===== src/rtl/enc_event_queue.sv =====
// Event capture queue behind the 8-to-3 encoder: detects new active codes and buffers them in a FIFO.
// Optional macro ENC_EVQ_TIMESTAMP_EN adds a free-running timestamp stored alongside each entry.
module enc_event_queue #(
    parameter int DEPTH  = 4,
    parameter int CODE_W = 3,
    parameter int TS_W   = 8
) (
    input  logic                     clk,
    input  logic                     rst_n,
    input  logic                     en,
    input  logic [CODE_W-1:0]        code,
    input  logic                     active,
    input  logic                     clr,
    output logic                     rd_valid,
    input  logic                     rd_ready,
    output logic [CODE_W-1:0]        rd_code,
    output logic [$clog2(DEPTH):0]   count,
    output logic                     full,
    output logic                     overflow
`ifdef ENC_EVQ_TIMESTAMP_EN
    ,
    output logic [TS_W-1:0]          rd_ts
`endif
);

    localparam int AW    = $clog2(DEPTH);
    localparam int CNT_W = AW + 1;

    logic [CODE_W-1:0] code_q;
    logic              active_q;
    logic [CODE_W-1:0] code_mem [DEPTH];
    logic [AW-1:0]     wr_ptr;
    logic [AW-1:0]     rd_ptr;
    logic [CNT_W-1:0]  cnt;
    logic              ovf;
    logic              full_i;
    logic              evt;
    logic              pop;
    logic              push;
    logic              drop;

    // Previous-cycle view of the encoder, tracked even while capture is disabled.
    always_ff @(posedge clk or negedge rst_n) begin
        if (!rst_n) begin
            code_q   <= '0;
            active_q <= 1'b0;
        end else begin
            code_q   <= code;
            active_q <= active;
        end
    end

    assign full_i = (cnt == CNT_W'(DEPTH));

    always_comb begin
        evt  = en & active & (~active_q | (code != code_q));
        pop  = (cnt != '0) & rd_ready & ~clr;
        push = evt & ~clr & (~full_i | pop);
        drop = evt & ~clr & full_i & ~pop;
    end

    always_ff @(posedge clk or negedge rst_n) begin
        if (!rst_n) begin
            wr_ptr <= '0;
            rd_ptr <= '0;
            cnt    <= '0;
            ovf    <= 1'b0;
        end else if (clr) begin
            wr_ptr <= '0;
            rd_ptr <= '0;
            cnt    <= '0;
            ovf    <= 1'b0;
        end else begin
            // DEPTH is a power of two, so pointer increments wrap naturally.
            if (push) wr_ptr <= wr_ptr + AW'(1);
            if (pop)  rd_ptr <= rd_ptr + AW'(1);
            case ({push, pop})
                2'b10:   cnt <= cnt + CNT_W'(1);
                2'b01:   cnt <= cnt - CNT_W'(1);
                default: cnt <= cnt;
            endcase
            if (drop) ovf <= 1'b1;
        end
    end

    always_ff @(posedge clk or negedge rst_n) begin
        if (!rst_n) begin
            for (int i = 0; i < DEPTH; i++) code_mem[i] <= '0;
        end else if (push) begin
            code_mem[wr_ptr] <= code;
        end
    end

    assign rd_valid = (cnt != '0);
    assign rd_code  = code_mem[rd_ptr];
    assign count    = cnt;
    assign full     = full_i;
    assign overflow = ovf;

`ifdef ENC_EVQ_TIMESTAMP_EN
    logic [TS_W-1:0] ts_cnt;
    logic [TS_W-1:0] ts_mem [DEPTH];

    // Free-running; clr deliberately leaves it alone so timestamps stay monotonic across clears.
    always_ff @(posedge clk or negedge rst_n) begin
        if (!rst_n) ts_cnt <= '0;
        else        ts_cnt <= ts_cnt + TS_W'(1);
    end

    always_ff @(posedge clk or negedge rst_n) begin
        if (!rst_n) begin
            for (int i = 0; i < DEPTH; i++) ts_mem[i] <= '0;
        end else if (push) begin
            ts_mem[wr_ptr] <= ts_cnt;
        end
    end

    assign rd_ts = ts_mem[rd_ptr];
`else
    logic [TS_W-1:0] ts_unused;
    assign ts_unused = '0;
`endif

endmodule


===== config.mk =====
export PLATFORM = sky130hd
export DESIGN_NAME = enc_event_queue
export DESIGN_NICKNAME = d
export VERILOG_FILES = /design/src/rtl/enc_event_queue.sv
export SDC_FILE = /design/constraint.sdc
export NUM_CORES = 1
export LEC_CHECK = 0
export ABC_AREA = 1
export CAP_MARGIN = 20
export CORE_MARGIN = 1
export CORE_UTILIZATION = 48
export CTS_CLUSTER_SIZE = 14
export DETAILED_ROUTE_END_ITERATION = 16
export PLACE_DENSITY = 0.79
export SLEW_MARGIN = 40
export SYNTH_ARGS = -nofsm -noshare
export SYNTH_HDL_FRONTEND = slang
export SYNTH_SLANG_ARGS = --single-unit

===== constraint.sdc =====
create_clock -name clk -period 1.63 [get_ports clk]
set_input_delay 0.4075 -clock clk [delete_from_list [all_inputs] [get_ports clk]]
set_output_delay 0.4075 -clock clk [all_outputs]
set_load 0.03 [all_outputs]

==> images/clock_wires.png <==
Drawn at 4 px/µm.
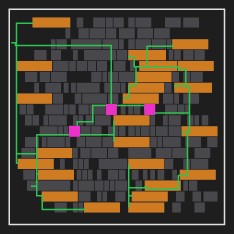
orange -> flip-flops  # count 24
magenta -> clock-net drivers  # count 3
green -> clock wires  # length 288 µm
flops lie = all over the die
clock-net power: 0.434 mW
skew final: 0.00955 ns
Latency at later pin: 0.32 ns
Clock power frac: 0.163

==> images/m1.png <==
Drawn at 10 px/µm. Supply wires on this layer in grey.
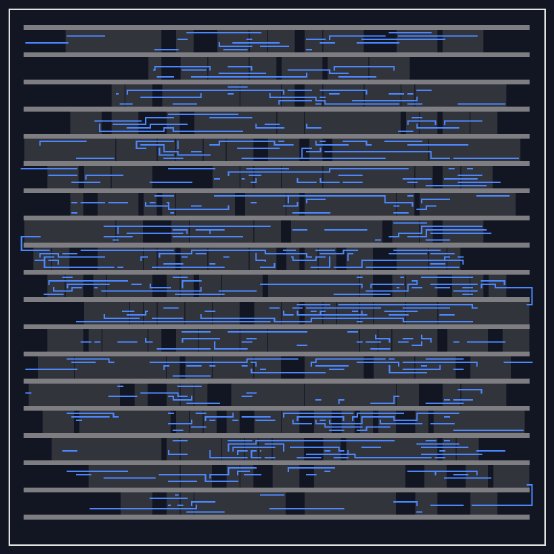
main direction = horizontal
wire length on this layer = 1310 µm
final WL: 3.16 mm
DR vias: 1144

==> results.sh <==
# physical design summary
export IMPL_outcome="complete, but fails checks"
export IMPL_violations="negative setup slack"
export IMPL_nNonClkBuffers=49
export IMPL_logic_gate_count=97
export IMPL_nets=210
export IMPL_die_area_um2=2860
export IMPL_numSynthFlops=24
export IMPL_layout_drive_gt1_share=0.456
export IMPL_antenna_found_initial=0
export IMPL_inv_count=21
export IMPL_root_buffer="clkbuf_4"
export IMPL_globalRoute_busiestLayer="met2"
export IMPL_clk_share=0.0277
export IMPL_crit_required_ns=1.87
export IMPL_postCtsResizedCells=41
export IMPL_comb_area_share=0.363
export IMPL_finalMaxSlewViolations=0
export IMPL_rsz0062_at_grt="yes"
export IMPL_place_area_um2=1610
export IMPL_clock_buffers=3
export IMPL_reg2reg_depth=13
export IMPL_yosys_cells=142
export IMPL_wl_met2_mm=1.73
export IMPL_route_detailed_drc=0
export IMPL_end_kind="register"
export IMPL_setup_slack_ns=-0.208
export IMPL_fmax_mhz=544
export IMPL_max_cap_violations=0
export IMPL_port_buffers=17
export IMPL_tool_warnings=32
export IMPL_htree_levels=1
export IMPL_synth_cell_types=23
export IMPL_worstHoldStart="code[0]"
export IMPL_peakVddDrop_v=0.00107
export IMPL_critPathMaxFanout=2
export IMPL_critPathLaunch="code_q[1]$_DFF_PN0_"
export IMPL_utilization=0.766
export IMPL_r2r_slack_ns=-0.21
export IMPL_netlist_instances=142
export IMPL_hold_buffers=0
export IMPL_r2r_start="code_q[1]$_DFF_PN0_"
export IMPL_flops=24
export IMPL_internal_power_mw=1.61
export IMPL_cts_clk_slew_worst_paths_ns=0.13
export IMPL_highest_layer="met4"
export IMPL_seq_area_um2=606
export IMPL_wl_met1_mm=1.31
export IMPL_pre_cts_ws_ns=-0.756
export IMPL_fp_util=0.513
export IMPL_globalRouteOverflowTotal=0
export IMPL_arrival_ns=2.07
export IMPL_relSlewSlack=0.789
export IMPL_cpPeakStageDelay_ns=0.37
export IMPL_setup_viol=6
export IMPL_finish_instance_area_um2=1900
export IMPL_syn_area_per_cell_um2=8.94
export IMPL_hold_violations=0
export IMPL_clkSinkCount=24
export IMPL_synth_area_um2=1270
export IMPL_leakagePower_nw=0.881
export IMPL_hold_class="in -> reg"
export IMPL_tap_cells=30
export IMPL_critical_path_class="reg -> reg"
export IMPL_die_width_um=53.4
export IMPL_grt_pass1_wl_mm=4.76
export IMPL_p_per_area_nw_per_um2=1400
export IMPL_io_pin_count=18
==> images/congestion_map.png <==
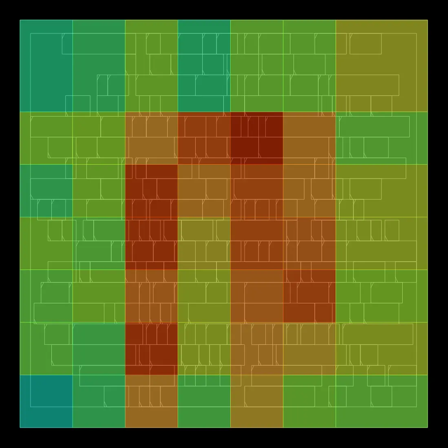
met1 GRT Util: 0.275
drt wl/cell: 14.0 µm
met3 Use GR: 0.0546
GR Util met2: 0.435
Total GRT Usage: 0.238

==> power groups by stage <==
stage	combinational (mW)	clock (mW)	sequential [mW]
floorplan	0.586	0	0.931
global placement	1.01	0	0.881
detailed placement	1.04	0	0.891
CTS	1.14	0.439	0.896
global route	1.41	0.459	0.936
finish	1.31	0.434	0.919
==> logic make-up (layout without fill, tap and decap cells) <==
kind of cell               Yosys count  count (layout)  share of synthesized area
buffers and inverters               21              74                     0.0621
AOI/OAI and AO/OA                   31              31                      0.141
xor gates and xnor gates             1               1                    0.00690
DFF                                 24              24                      0.473
adders and majority gates            5               5                     0.0552
and+or+nand+nor                     60              60                      0.262
==> metrics by stage <==
step	TNS, ns	cells
floorplan	-0.559	142
global placement	-4.63	206
detailed placement	-5.55	206
CTS	-0.480	217
global route	-1.08	225
finish	-0.556	225
==> synthesized netlist by cell type <==
library cell | number | area (µm²)
dfrtp_1 | 24 | 601
nor2_1 | 22 | 82.6
nand2_1 | 17 | 63.8
inv_1 | 16 | 60.1
a21oi_1 | 14 | 70.1
o21ai_0 | 9 | 45.0
nor2_4 | 8 | 90.1
ha_1 | 4 | 50.1
inv_2 | 4 | 15.0
nand3_1 | 4 | 20.0
nand2_2 | 3 | 18.8
o21ai_1 | 3 | 15.0
o22ai_1 | 3 | 18.8
nand2_4 | 2 | 22.5
a31oi_4 | 1 | 21.3
clkinv_1 | 1 | 3.75
fa_1 | 1 | 20.0
nand3_4 | 1 | 17.5
nand4_1 | 1 | 6.26
nor3_1 | 1 | 5.00
o2bb2ai_1 | 1 | 8.76
or2_2 | 1 | 6.26
xor2_1 | 1 | 8.76
==> registers in the layout, summed over array words and instances (netlist names) <==
name      flops
count         3
rd_ptr        2
code_mem     12
active_q      1
overflow      1
wr_ptr        2
code_q        3
Power is estimated from default activity; no workload was simulated.
